$ cat src/rtl/instr_encoder_loader.sv
// instr_encoder_loader: encodes instruction descriptors and writes them sequentially into instruction memory
module instr_encoder_loader #(
    parameter int ADDR_WIDTH = 8
) (
    input  logic                  clk,
    input  logic                  reset,
    input  logic                  start,
    input  logic                  in_valid,
    output logic                  in_ready,
    input  logic [2:0]            in_kind,
    input  logic [4:0]            in_rs,
    input  logic [4:0]            in_rt,
    input  logic [4:0]            in_rd,
    input  logic [4:0]            in_shamt,
    input  logic [5:0]            in_funct,
    input  logic [15:0]           in_imm,
    input  logic [25:0]           in_target,
    input  logic                  in_last,
    output logic                  mem_we,
    output logic [ADDR_WIDTH-1:0] mem_addr,
    output logic [31:0]           mem_wdata,
    output logic                  busy,
    output logic                  done,
    output logic                  error,
    output logic [ADDR_WIDTH:0]   count
);
    localparam int DEPTH = 2**ADDR_WIDTH;

    typedef enum logic [1:0] {IDLE, ACCEPT, WRITE, DONE} state_t;

    state_t                state_q, state_d;
    logic [ADDR_WIDTH-1:0] ptr_q, ptr_d;
    logic [ADDR_WIDTH:0]   count_q, count_d;
    logic [31:0]           word_q, word_d, enc;
    logic                  last_q, last_d, error_q, error_d, legal, full;

    assign legal     = in_kind <= 3'd4;
    assign full      = ptr_q == ADDR_WIDTH'(DEPTH - 1);
    assign in_ready  = state_q == ACCEPT;
    assign mem_we    = state_q == WRITE;
    assign mem_addr  = mem_we ? ptr_q : '0;
    assign mem_wdata = mem_we ? word_q : '0;
    assign busy      = state_q != IDLE;
    assign done      = state_q == DONE;
    assign error     = error_q;
    assign count     = count_q;

    // Build the instruction word for the presented descriptor kind
    always_comb begin
        enc = 32'h0;
        case (in_kind)
            3'd0:    enc = {6'b000000, in_rs, in_rt, in_rd, in_shamt, in_funct};
            3'd1:    enc = {6'b100011, in_rs, in_rt, in_imm};
            3'd2:    enc = {6'b101011, in_rs, in_rt, in_imm};
            3'd3:    enc = {6'b000100, in_rs, in_rt, in_imm};
            3'd4:    enc = {6'b000010, in_target};
            default: enc = 32'h0;
        endcase
    end

    // Session sequencing: accept one descriptor, write it, repeat until last, full or illegal
    always_comb begin
        state_d = state_q;
        ptr_d   = ptr_q;
        count_d = count_q;
        word_d  = word_q;
        last_d  = last_q;
        error_d = error_q;
        case (state_q)
            IDLE: begin
                ptr_d   = '0;
                count_d = '0;
                if (start) begin
                    error_d = 1'b0;
                    state_d = ACCEPT;
                end
            end
            ACCEPT: begin
                if (in_valid && legal) begin
                    word_d  = enc;
                    last_d  = in_last;
                    state_d = WRITE;
                end else if (in_valid) begin
                    error_d = 1'b1;
                    state_d = DONE;
                end
            end
            WRITE: begin
                count_d = count_q + 1'b1;
                ptr_d   = full ? ptr_q : ptr_q + 1'b1;
                state_d = (last_q || full) ? DONE : ACCEPT;
                error_d = error_q | (!last_q && full);
            end
            default: state_d = IDLE;
        endcase
    end

    // State and datapath registers
    always_ff @(posedge clk) begin
        if (reset) begin
            state_q <= IDLE;
            ptr_q   <= '0;
            count_q <= '0;
            word_q  <= '0;
            last_q  <= 1'b0;
            error_q <= 1'b0;
        end else begin
            state_q <= state_d;
            ptr_q   <= ptr_d;
            count_q <= count_d;
            word_q  <= word_d;
            last_q  <= last_d;
            error_q <= error_d;
        end
    end
endmodule

$ cat config.mk
export PLATFORM = sky130hd
export DESIGN_NAME = instr_encoder_loader
export DESIGN_NICKNAME = d
export VERILOG_FILES = /design/src/rtl/instr_encoder_loader.sv
export SDC_FILE = /design/constraint.sdc
export NUM_CORES = 1
export LEC_CHECK = 0
export ABC_CLOCK_PERIOD_IN_PS = 2300
export CAP_MARGIN = 20
export CELL_PAD_IN_SITES_DETAIL_PLACEMENT = 1
export CELL_PAD_IN_SITES_GLOBAL_PLACEMENT = 1
export CORE_ASPECT_RATIO = 2
export CORE_MARGIN = 5
export CORE_UTILIZATION = 29
export DETAILED_ROUTE_END_ITERATION = 8
export PLACE_DENSITY = 0.83
export SYNTH_ARGS = -nofsm -noshare
export SYNTH_HDL_FRONTEND = slang
export SYNTH_SLANG_ARGS = --single-unit
$ cat constraint.sdc
create_clock -name clk -period 2.3 [get_ports clk]
set_input_delay 0.46 -clock clk [delete_from_list [all_inputs] [get_ports clk]]
set_output_delay 0.46 -clock clk [all_outputs]
set_load 0.005 [all_outputs]
==> impl_metrics.env <==
# physical design summary
export IMPL_cts_buffers=5
export IMPL_num_io_pins=130
export IMPL_regArea_um2=1026
export IMPL_drtAntennaViolNets=0
export IMPL_antenna_found_initial=0
export IMPL_startpoint="state_q[0]$_SDFFE_PP0P_"
export IMPL_io_buffers=128
export IMPL_vdd_drop_max_mv=0.4064
export IMPL_firstDrtPassIters=4
export IMPL_xor_share=0.009255
export IMPL_place_hpwl_um=8085
export IMPL_netlist_area_um2=2839
export IMPL_grt_pass1_vias=3274
export IMPL_synth_seq_cells=51
export IMPL_final_setup_tns_ns=0
export IMPL_tightest_slew_ns=0.5467
export IMPL_cp_slowest_stage_delay_ns=0.52
export IMPL_r2r_end="error$_SDFFE_PP0P_"
export IMPL_cp_start_kind="flop"
export IMPL_critPathRequiredTime_ns=1.84
export IMPL_critical_path_class="flop to output port"
export IMPL_drv_cap=0
export IMPL_seq_cell_share=0.2179
export IMPL_wl_per_cell_um=17.12
export IMPL_hp_start="word_q[28]$_SDFFE_PP0P_"
export IMPL_power_total_mw=2.550
export IMPL_max_freq_mhz=442.9
export IMPL_reg2reg_from="state_q[0]$_SDFFE_PP0P_"
export IMPL_vias=3087
export IMPL_status="finished, final reports clean"
export IMPL_cts_tree="yes"
export IMPL_synth_cells=338
export IMPL_largest_class="logic gates"
export IMPL_fin_crit_sh=0.9816
export IMPL_clkbuf_count=6
export IMPL_worst_hold_path_type="flop to flop"
export IMPL_p_sw_frac=0.2716
export IMPL_cts_root_buf="clkbuf_16"
export IMPL_floorplan_nets=420
export IMPL_skew_ns=0.01168
export IMPL_r2r_slack_ns=0.21
export IMPL_synth_adder_area_share=0.02644
export IMPL_ys_sh_simple=0.2715
export IMPL_drive_above_1_share=0.1057
export IMPL_worstPathArrival_ns=1.80
export IMPL_synthMuxAreaShare=0.05773
export IMPL_drt_iter0_markers=88
export IMPL_dp_cells=589
-- synthesized netlist by cell type, types with 4 or more instances --
| master | instances | area share |
|---|---|---|
| a211oi_1 | 17 | 0.045 |
| a21oi_1 | 14 | 0.025 |
| a221oi_1 | 11 | 0.034 |
| a2bb2oi_1 | 13 | 0.040 |
| and2_1 | 38 | 0.084 |
| and3_1 | 4 | 0.0088 |
| buf_2 | 9 | 0.016 |
| buf_4 | 5 | 0.013 |
| clkbuf_1 | 12 | 0.016 |
| dfxtp_1 | 51 | 0.36 |
| ha_1 | 6 | 0.026 |
| inv_1 | 6 | 0.0079 |
| mux2i_1 | 13 | 0.046 |
| nand2_1 | 15 | 0.020 |
| nand3_1 | 11 | 0.019 |
| nand4_1 | 4 | 0.0088 |
| nor2_1 | 39 | 0.052 |
| nor3_1 | 12 | 0.021 |
| o21ai_0 | 7 | 0.012 |
| o31ai_1 | 5 | 0.013 |
| or3_1 | 4 | 0.0088 |
-- power by group through the flow --
stage          Sequential, mW  Clock (mW)  Combinational, mW
2_1_floorplan           0.994           0              0.342
3_3_place_gp             1.00           0              0.621
3_5_place_dp             1.01           0              0.646
4_1_cts                 0.994       0.915              0.667
5_1_grt                  1.00       0.945              0.733
6_report                0.993       0.886              0.671
-- routing by layer --
metal	wire length, µm	track usage
met1	3449	0.1557
met3	632	0.03735
met4	235	0.06091
met5	0	0
met2	6037	0.3522
-- what timing repair did --
| item | 4_1_cts | 5_1_grt |
|---|---|---|
| endpoints found under the setup margin | 41 | 30 |
| hold buffers | 0 | 0 |
| setup buffers | 5 | 2 |
| gates cloned | 1 | 0 |
| resized | 9 | 31 |
-- flip-flops by register name, summed over array words and instances, names as in the netlist --
signal and cells:
word_q 30, count 9, ptr_q 8, state_q 2, error 1, last_q 1
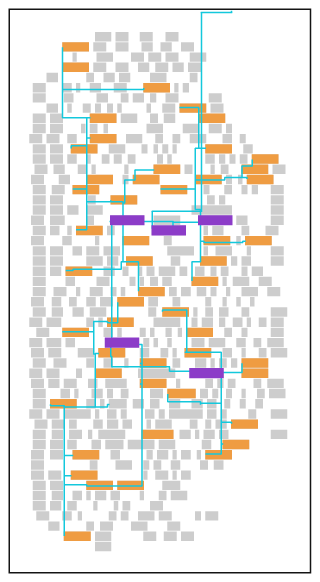
Fig. 1. Clock network drawn from the DEF.
- cyan: clock wires (length 691 µm)
- purple: cells driving clock nets (count 5)
- orange: flip-flops (count 51)
- routed clock nets: 6
Clock Power Share: 0.347
P_clk: 886 µW
clock latency at the later pin of the worst-skew pair: 0.30 ns

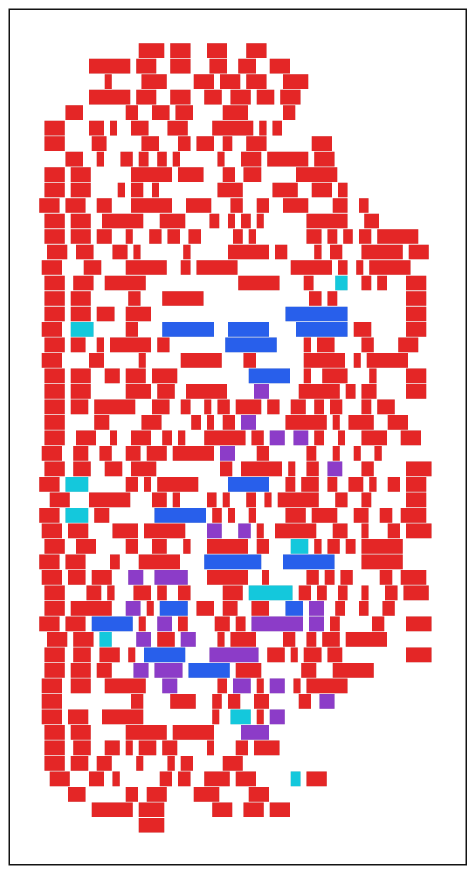
Fig. 2. Drive-strength map.
- cyan: drive 2 (cells 9; share 1.9%)
- purple: drive 3 to 4 (cells 26; share 5.5%)
- red: drive 1 or less (cells 423; share 89%)
- blue: drive 6 and up (cells 15; share 3.2%)
Buffers excl. clock: 154
Area Growth Syn to Fin: 65.84%
worst setup margin: 0.04228 ns
post-route cell area: 4708 µm²

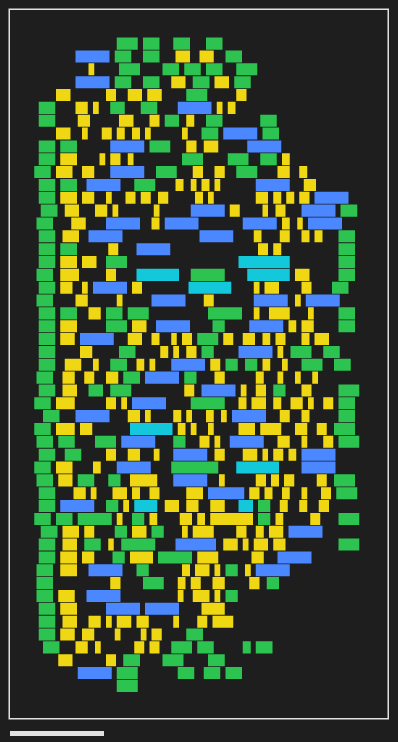
Fig. 3. Placement by cell class.
Bar = 20 µm.
- cyan: clock drivers and dummy loads (cells 8)
- blue: flip-flops (cells 51)
- green: other buffers and delay cells (cells 154)
- yellow: all other logic (cells 260)

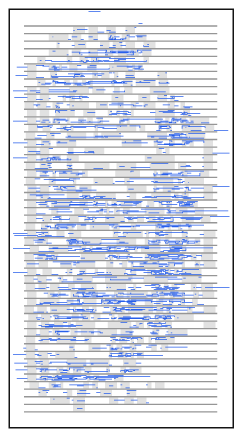
Fig. 4. M1 wires.
Supply wires on this layer in gray.
- main direction: horizontal
- wire length on this layer: 3450 µm
- share of all routed wire: 33%
- nets with wire on the layer: 479
- longest straight run: 27.1 µm

Power and IR drop assume default switching activity.
